==> images/met1.png <==
Supply wires on this layer in gray. Cells faint in the background.
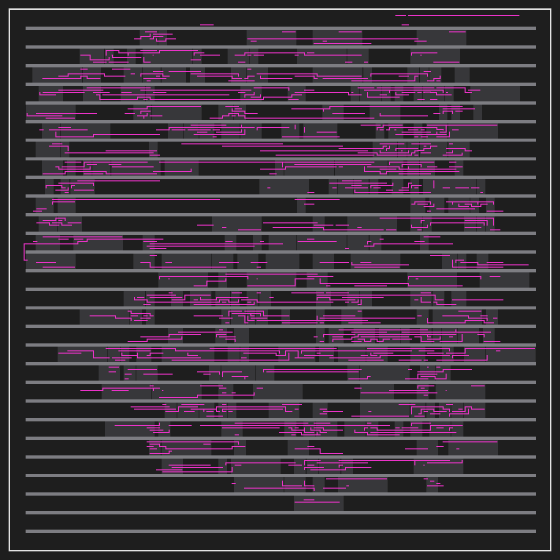
==> images/final_congestion.png <==
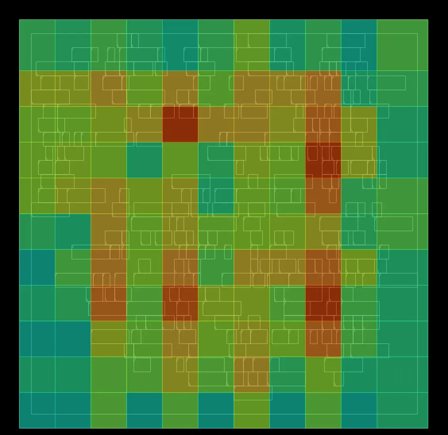
==> images/met2.png <==
Cells faint in the background.
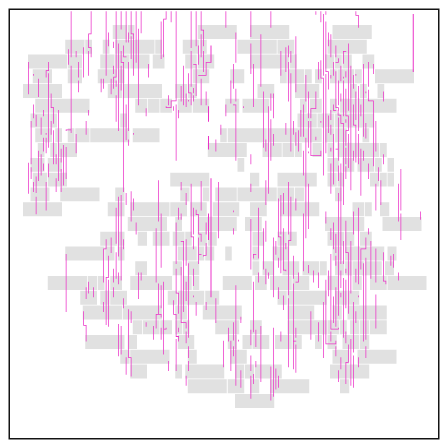
==> images/registers.png <==
Other sequential cells in the stronger gray, the rest of the logic in the fainter gray.
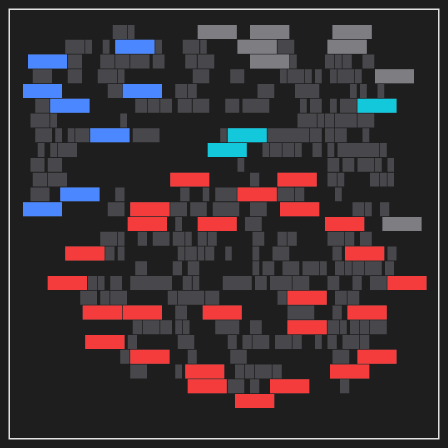
===== config.mk =====
export PLATFORM = sky130hd
export DESIGN_NAME = move_scheduler
export DESIGN_NICKNAME = d
export VERILOG_FILES = /design/src/rtl/move_scheduler.sv
export SDC_FILE = /design/constraint.sdc
export NUM_CORES = 1
export LEC_CHECK = 0
export CAP_MARGIN = 10
export CORE_MARGIN = 2
export CORE_UTILIZATION = 40
export DETAILED_ROUTE_END_ITERATION = 8
export DONT_BUFFER_PORTS = 1
export GPL_TIMING_DRIVEN = 0
export PLACE_DENSITY = 0.54
export SLEW_MARGIN = 20
export SYNTH_ARGS = -nofsm -noshare
export SYNTH_HDL_FRONTEND = slang
export SYNTH_SLANG_ARGS = --single-unit

===== constraint.sdc =====
create_clock -name clk_in -period 3 [get_ports clk_in]
set_input_delay 0.6 -clock clk_in [delete_from_list [all_inputs] [get_ports clk_in]]
set_output_delay 0.6 -clock clk_in [all_outputs]
set_load 0.05 [all_outputs]

===== src/rtl/move_scheduler.sv =====
// move_scheduler
//   Turn-order controller between the local and remote move sources, game_fsm
//   and the board tx link. One move is in flight at a time: it is admitted,
//   range-checked, issued to game_fsm, and after a legal local move the board
//   state is transmitted before the turn passes to the other colour.
//
// Ports
//   clk_in, rst_in          clock, synchronous active-high reset
//   local_color             colour played by this board (0 black, 1 white)
//   local_valid/move/ready  held local request, accepted on valid & ready
//   remote_valid/move       single-cycle remote move strobe from rx
//   move_avail, move        one-cycle issue strobe + move to game_fsm
//   move_done, move_illegal verdict pulses from game_fsm
//   tx_trigger, tx_busy     board-state send strobe / tx serialising flag
//   turn                    colour to move
//   reject, stray           dropped-move pulses (bad/illegal, off-turn remote)
//   fault                   sticky timeout flag
module move_scheduler #(
    parameter int MOVE_W      = 8,
    parameter int TIMEOUT_CYC = 65_000_000
) (
    input  logic              clk_in,
    input  logic              rst_in,
    input  logic              local_color,
    input  logic              local_valid,
    input  logic [MOVE_W-1:0] local_move,
    output logic              local_ready,
    input  logic              remote_valid,
    input  logic [MOVE_W-1:0] remote_move,
    output logic              move_avail,
    output logic [MOVE_W-1:0] move,
    input  logic              move_done,
    input  logic              move_illegal,
    output logic              tx_trigger,
    input  logic              tx_busy,
    output logic              turn,
    output logic              reject,
    output logic              stray,
    output logic              fault
);
    localparam int CNT_W = $clog2(TIMEOUT_CYC + 1);
    localparam int HALF  = MOVE_W / 2;
    localparam logic [HALF-1:0]  MAX_IDX   = HALF'(8);
    localparam logic [CNT_W-1:0] CNT_LAST  = CNT_W'(TIMEOUT_CYC - 1);
    localparam logic [CNT_W-1:0] NOBUSY_LAST = CNT_W'(3);
    localparam logic SRC_LOCAL  = 1'b0;
    localparam logic SRC_REMOTE = 1'b1;

    typedef enum logic [2:0] {IDLE, ISSUE, WAIT_GAME, SEND, WAIT_TX, FAULT} state_t;

    state_t            state, state_d;
    logic              turn_d, src, src_d, seen_busy, seen_d;
    logic              avail_d, trig_d, reject_d, stray_d, fault_d;
    logic [MOVE_W-1:0] move_d, acc_move;
    logic [CNT_W-1:0]  cnt, cnt_d;
    logic              remote_ok, local_acc, remote_acc, in_range, tx_done;

    assign local_ready = (state == IDLE) && (turn == local_color) && !fault;
    assign remote_ok   = (state == IDLE) && (turn != local_color) && !fault;
    assign local_acc   = local_valid && local_ready;
    assign remote_acc  = remote_valid && remote_ok;
    // Only one of the two can be accepted in a given cycle (turn decides).
    assign acc_move    = local_acc ? local_move : remote_move;
    assign in_range    = (acc_move[MOVE_W-1:HALF] <= MAX_IDX) && (acc_move[HALF-1:0] <= MAX_IDX);
    // Send completes on a seen busy->idle fall, or when busy never showed up
    // in the four cycles following the trigger.
    assign tx_done     = seen_busy ? !tx_busy : (!tx_busy && cnt == NOBUSY_LAST);

    always_comb begin
        state_d  = state;
        turn_d   = turn;
        move_d   = move;
        src_d    = src;
        seen_d   = seen_busy;
        cnt_d    = cnt + CNT_W'(1);
        avail_d  = 1'b0;
        trig_d   = 1'b0;
        reject_d = 1'b0;
        stray_d  = 1'b0;
        fault_d  = fault;

        if (remote_valid && !remote_ok && state != FAULT)
            stray_d = 1'b1;

        case (state)
            IDLE: begin
                if (local_acc || remote_acc) begin
                    move_d = acc_move;
                    src_d  = local_acc ? SRC_LOCAL : SRC_REMOTE;
                    if (in_range) begin
                        state_d = ISSUE;
                        avail_d = 1'b1;
                    end else begin
                        reject_d = 1'b1;
                    end
                end
            end
            ISSUE: state_d = WAIT_GAME;
            WAIT_GAME: begin
                // A verdict on the last counted cycle still wins over timeout.
                if (move_illegal) begin
                    reject_d = 1'b1;
                    state_d  = IDLE;
                end else if (move_done) begin
                    if (src == SRC_LOCAL) begin
                        state_d = SEND;
                        trig_d  = 1'b1;
                    end else begin
                        turn_d  = ~turn;
                        state_d = IDLE;
                    end
                end else if (cnt == CNT_LAST) begin
                    state_d = FAULT;
                    fault_d = 1'b1;
                end
            end
            SEND: begin
                state_d = WAIT_TX;
                seen_d  = 1'b0;
            end
            WAIT_TX: begin
                if (tx_busy)
                    seen_d = 1'b1;
                if (tx_done) begin
                    turn_d  = ~turn;
                    state_d = IDLE;
                end else if (cnt == CNT_LAST) begin
                    state_d = FAULT;
                    fault_d = 1'b1;
                end
            end
            FAULT: state_d = FAULT;
            default: state_d = IDLE;
        endcase

        if (state_d != state)
            cnt_d = '0;
    end

    always_ff @(posedge clk_in) begin
        if (rst_in) begin
            state      <= IDLE;
            turn       <= 1'b0;
            move       <= '0;
            src        <= SRC_LOCAL;
            seen_busy  <= 1'b0;
            cnt        <= '0;
            move_avail <= 1'b0;
            tx_trigger <= 1'b0;
            reject     <= 1'b0;
            stray      <= 1'b0;
            fault      <= 1'b0;
        end else begin
            state      <= state_d;
            turn       <= turn_d;
            move       <= move_d;
            src        <= src_d;
            seen_busy  <= seen_d;
            cnt        <= cnt_d;
            move_avail <= avail_d;
            tx_trigger <= trig_d;
            reject     <= reject_d;
            stray      <= stray_d;
            fault      <= fault_d;
        end
    end
endmodule


==> flow_metrics.env <==
# flow metrics
export IMPL_clk_pin_slew_worst_paths_ns=0.08
export IMPL_gr_usage_met2=0.239
export IMPL_fp_utilization=0.409
export IMPL_vias_per_cell=5.63
export IMPL_outcome="finished, final reports clean"
export IMPL_io_pins=39
export IMPL_place_congestion=0.853
export IMPL_numPortBuffers=0
export IMPL_tns_ns=0
export IMPL_cts_resized_gates=0
export IMPL_required_ns=3.16
export IMPL_synth_top_cell_by_area="dfxtp_1"
export IMPL_drc_errors=0
export IMPL_p_per_area_mw_per_mm2=480
export IMPL_syn_avg_cell_area_um2=8.75
export IMPL_end_kind="register"
export IMPL_hold_path_class="primary input to register"
export IMPL_critPathKind="register to register"
export IMPL_fp_dieH_um=78.9
export IMPL_tritoncts="done"
export IMPL_leakage_uw=0.000817
export IMPL_synth_flops=45
export IMPL_drv_cap=0
export IMPL_die_area_mm2=0.00622
export IMPL_ys_flop_type="dfxtp_1"
export IMPL_rows=27
export IMPL_max_slew_margin=0.520
export IMPL_syn_inst=256
export IMPL_antenna_found_initial=0
export IMPL_area_delta_synth_final_pct=7.70
export IMPL_worstPathMaxFanout=10
export IMPL_hpwlAfterDp_mm=3.72
export IMPL_ys_types=45
export IMPL_ir_worst_vdd_mv=0.241
export IMPL_edf_count=0
export IMPL_finalWorstSetupSlack_ns=0.294
export IMPL_whs_ns=0.456
export IMPL_ant_nets=0
export IMPL_period_used=0.902
export IMPL_drive_above_1_share=0.0611
export IMPL_netlist_area_mm2=0.00224
export IMPL_die_w_um=78.9
export IMPL_cts_buffer_depth=2
export IMPL_ys_cells=256
export IMPL_clk_latency_ns=0.29
export IMPL_fin_skew_ns=0.00769
export IMPL_startpoint_type="register"
export IMPL_h_tree_depth=2
export IMPL_setup_violations=0
export IMPL_grt_pass1_vias=1758
export IMPL_rsz0062_at_grt="false"
export IMPL_hold_buffers=0
export IMPL_drtIter0Drc=91
export IMPL_rrSetupSlack_ns=0.29
export IMPL_finalNetCount=288
export IMPL_grt_pass1_wl_mm=8.34
export IMPL_warning_count=26
export IMPL_post_place_ws_ns=0.204
export IMPL_synthTopCellsByArea="dfxtp_1 (40%), xor2_1 (7.4%), nor3_1 (6.3%)"
export IMPL_finalHoldViolations=0
export IMPL_grt_use_met3=0.0432
export IMPL_maxSlewViolCount=0
export IMPL_cts_setup_buffers=0
export IMPL_synth_nets=281
export IMPL_dp_cells=328
export IMPL_async_reset_ff_frac=0
export IMPL_fmax_mhz=370
export IMPL_crit_arrival_ns=2.87
export IMPL_grt_max_degree=13
export IMPL_coreArea_mm2=0.00547
export IMPL_ys_warn_count=0
export IMPL_root_buffer="clkbuf_8"
export IMPL_ys_area_mm2=0.00224
export IMPL_synth_top_cell_area_share=0.402
export IMPL_grt_overflow_total=0
export IMPL_yosys_stat_seqShare=0.402
export IMPL_n_antenna_cell=0
export IMPL_tightest_slew_ns=0.710
export IMPL_cts_buffers_inserted=5
export IMPL_final_cells=334
export IMPL_cts_sinks=45
export IMPL_first_pass_iters=4
export IMPL_finalCriticalPeriod_ns=2.71
Notes on met1.png above:
The layer holds 52% of the routed length. The longest straight run is 31.3 um. 269 nets have wire on it.
DRT Wirelength: 4.96 mm
met1 Track Usage GR: 0.249
via count: 1880

Notes on final_congestion.png above:
GR peak layer: met1
Tot GR Track Use: 0.168
Util after Layout: 0.441
Routed WL per cell: 14.8 um

Notes on met2.png above:
The layer carries 2070 um of wire. The longest straight run is 23.8 um. The layer holds 42% of the routed length.

Notes on registers.png above:
Key: red = `cnt` [sequential cells 26]; cyan = `state` [sequential cells 3]; blue = `move` [sequential cells 8, where top left]
sequential share of cell area: 0.373
register area: 901 um^2
Seq group: 683 uW

[cells in the mapped netlist, drive strengths merged (4+ instances only)]
library cell and n:
dfxtp 45, nor3 28, nor2 26, xor2 19, nand2 17, nand3 12
a211oi 9, clkbuf 9, mux2i 8, nor4 7, xnor2 7, a21oi 6
inv 6, nand4 6, and2 4, and3 4, and4 4, o31ai 4
[sequential cells by signal (all words and copies together), names as in the netlist]
register / flops
cnt: 26
fault: 1
move: 8
move_avail: 1
reject: 1
seen_busy: 1
src: 1
state: 3
stray: 1
turn: 1
tx_trigger: 1
[cell type report]
cell class,instances,area [um^2]
Fill cell,567,3060
Multi-Input combinational cell,194,1270
Sequential cell,45,901
Tap cell,72,90.1
Clock buffer,5,68.8
Buffer,11,56.3
Inverter,6,22.5
Clock inverter,1,5.00
[final timing paths]
path,startpoint,end,cells after the start
worst max register to register,cnt[0]$_SDFF_PP0_,cnt[2]$_SDFF_PP0_,8
worst min-delay path,move_done,tx_trigger$_SDFF_PP0_,2
worst max-delay path,cnt[0]$_SDFF_PP0_,cnt[2]$_SDFF_PP0_,8
worst min register to register,src$_SDFFE_PP0P_,tx_trigger$_SDFF_PP0_,1
[logic make-up (layout without fill, tap and decap cells)]
| group | Yosys count | count (layout) | share of synthesized area |
|---|---|---|---|
| multiplexers | 8 | 8 | 0.0357 |
| buffers and inverters | 17 | 23 | 0.0352 |
| AND-OR/OR-AND | 36 | 36 | 0.123 |
| AND/OR/NAND/NOR | 123 | 123 | 0.297 |
| XOR/XNOR | 26 | 26 | 0.102 |
| adder cells (fa/ha/maj) | 1 | 1 | 0.00558 |
| flip-flops | 45 | 45 | 0.402 |
[report_power, final]
group          internal, uW  switching [uW]  leakage [uW]
Sequential              619            63.6      0.000365
Combinational          49.9            80.2      0.000412
Clock                   154             192     0.0000399
Total                   822             336      0.000817
[critical path, stage by stage (launching register included)]
cell and delay [ns]:
dfxtp_1 0.40, ha_1 0.28, nor4b_2 0.27, nand4_1 0.22
or2_1 0.30, or4_4 0.51, a31oi_4 0.33, buf_6 0.20
nor3_1 0.06
[cell usage in the layout, fill, tap and decap left out, types with 3 or more instances in the layout]
master	Yosys	routed
a211oi_1	9	9
a21oi_1	6	6
a221oi_1	3	3
and2_1	4	4
and3_1	4	4
and4_1	4	4
clkbuf_1	9	9
clkbuf_8	0	5
dfxtp_1	45	45
inv_1	6	6
mux2i_1	8	8
nand2_1	17	17
nand3_1	12	12
nand4_1	6	6
nor2_1	26	26
nor3_1	28	28
nor4_1	5	5
o22ai_1	3	3
o31ai_1	3	3
xnor2_1	7	7
xor2_1	19	19
[through the flow]
| step | total power, uW | area (um^2) |
|---|---|---|
| 3_5_place_dp | 826 | 2330 |
| 6_report | 1160 | 2410 |
| 4_1_cts | 1170 | 2400 |
| 3_3_place_gp | 826 | 2330 |
| 5_1_grt | 1220 | 2410 |
| 2_1_floorplan | 796 | 2240 |
[metal layers]
metal / wire [um] / vias to the layer above
met5: 0 / -
met4: 80 / 0
met3: 243 / 10
met2: 2070 / 49
met1: 2560 / 882
li1: - / 939
Power and IR drop assume default switching activity.
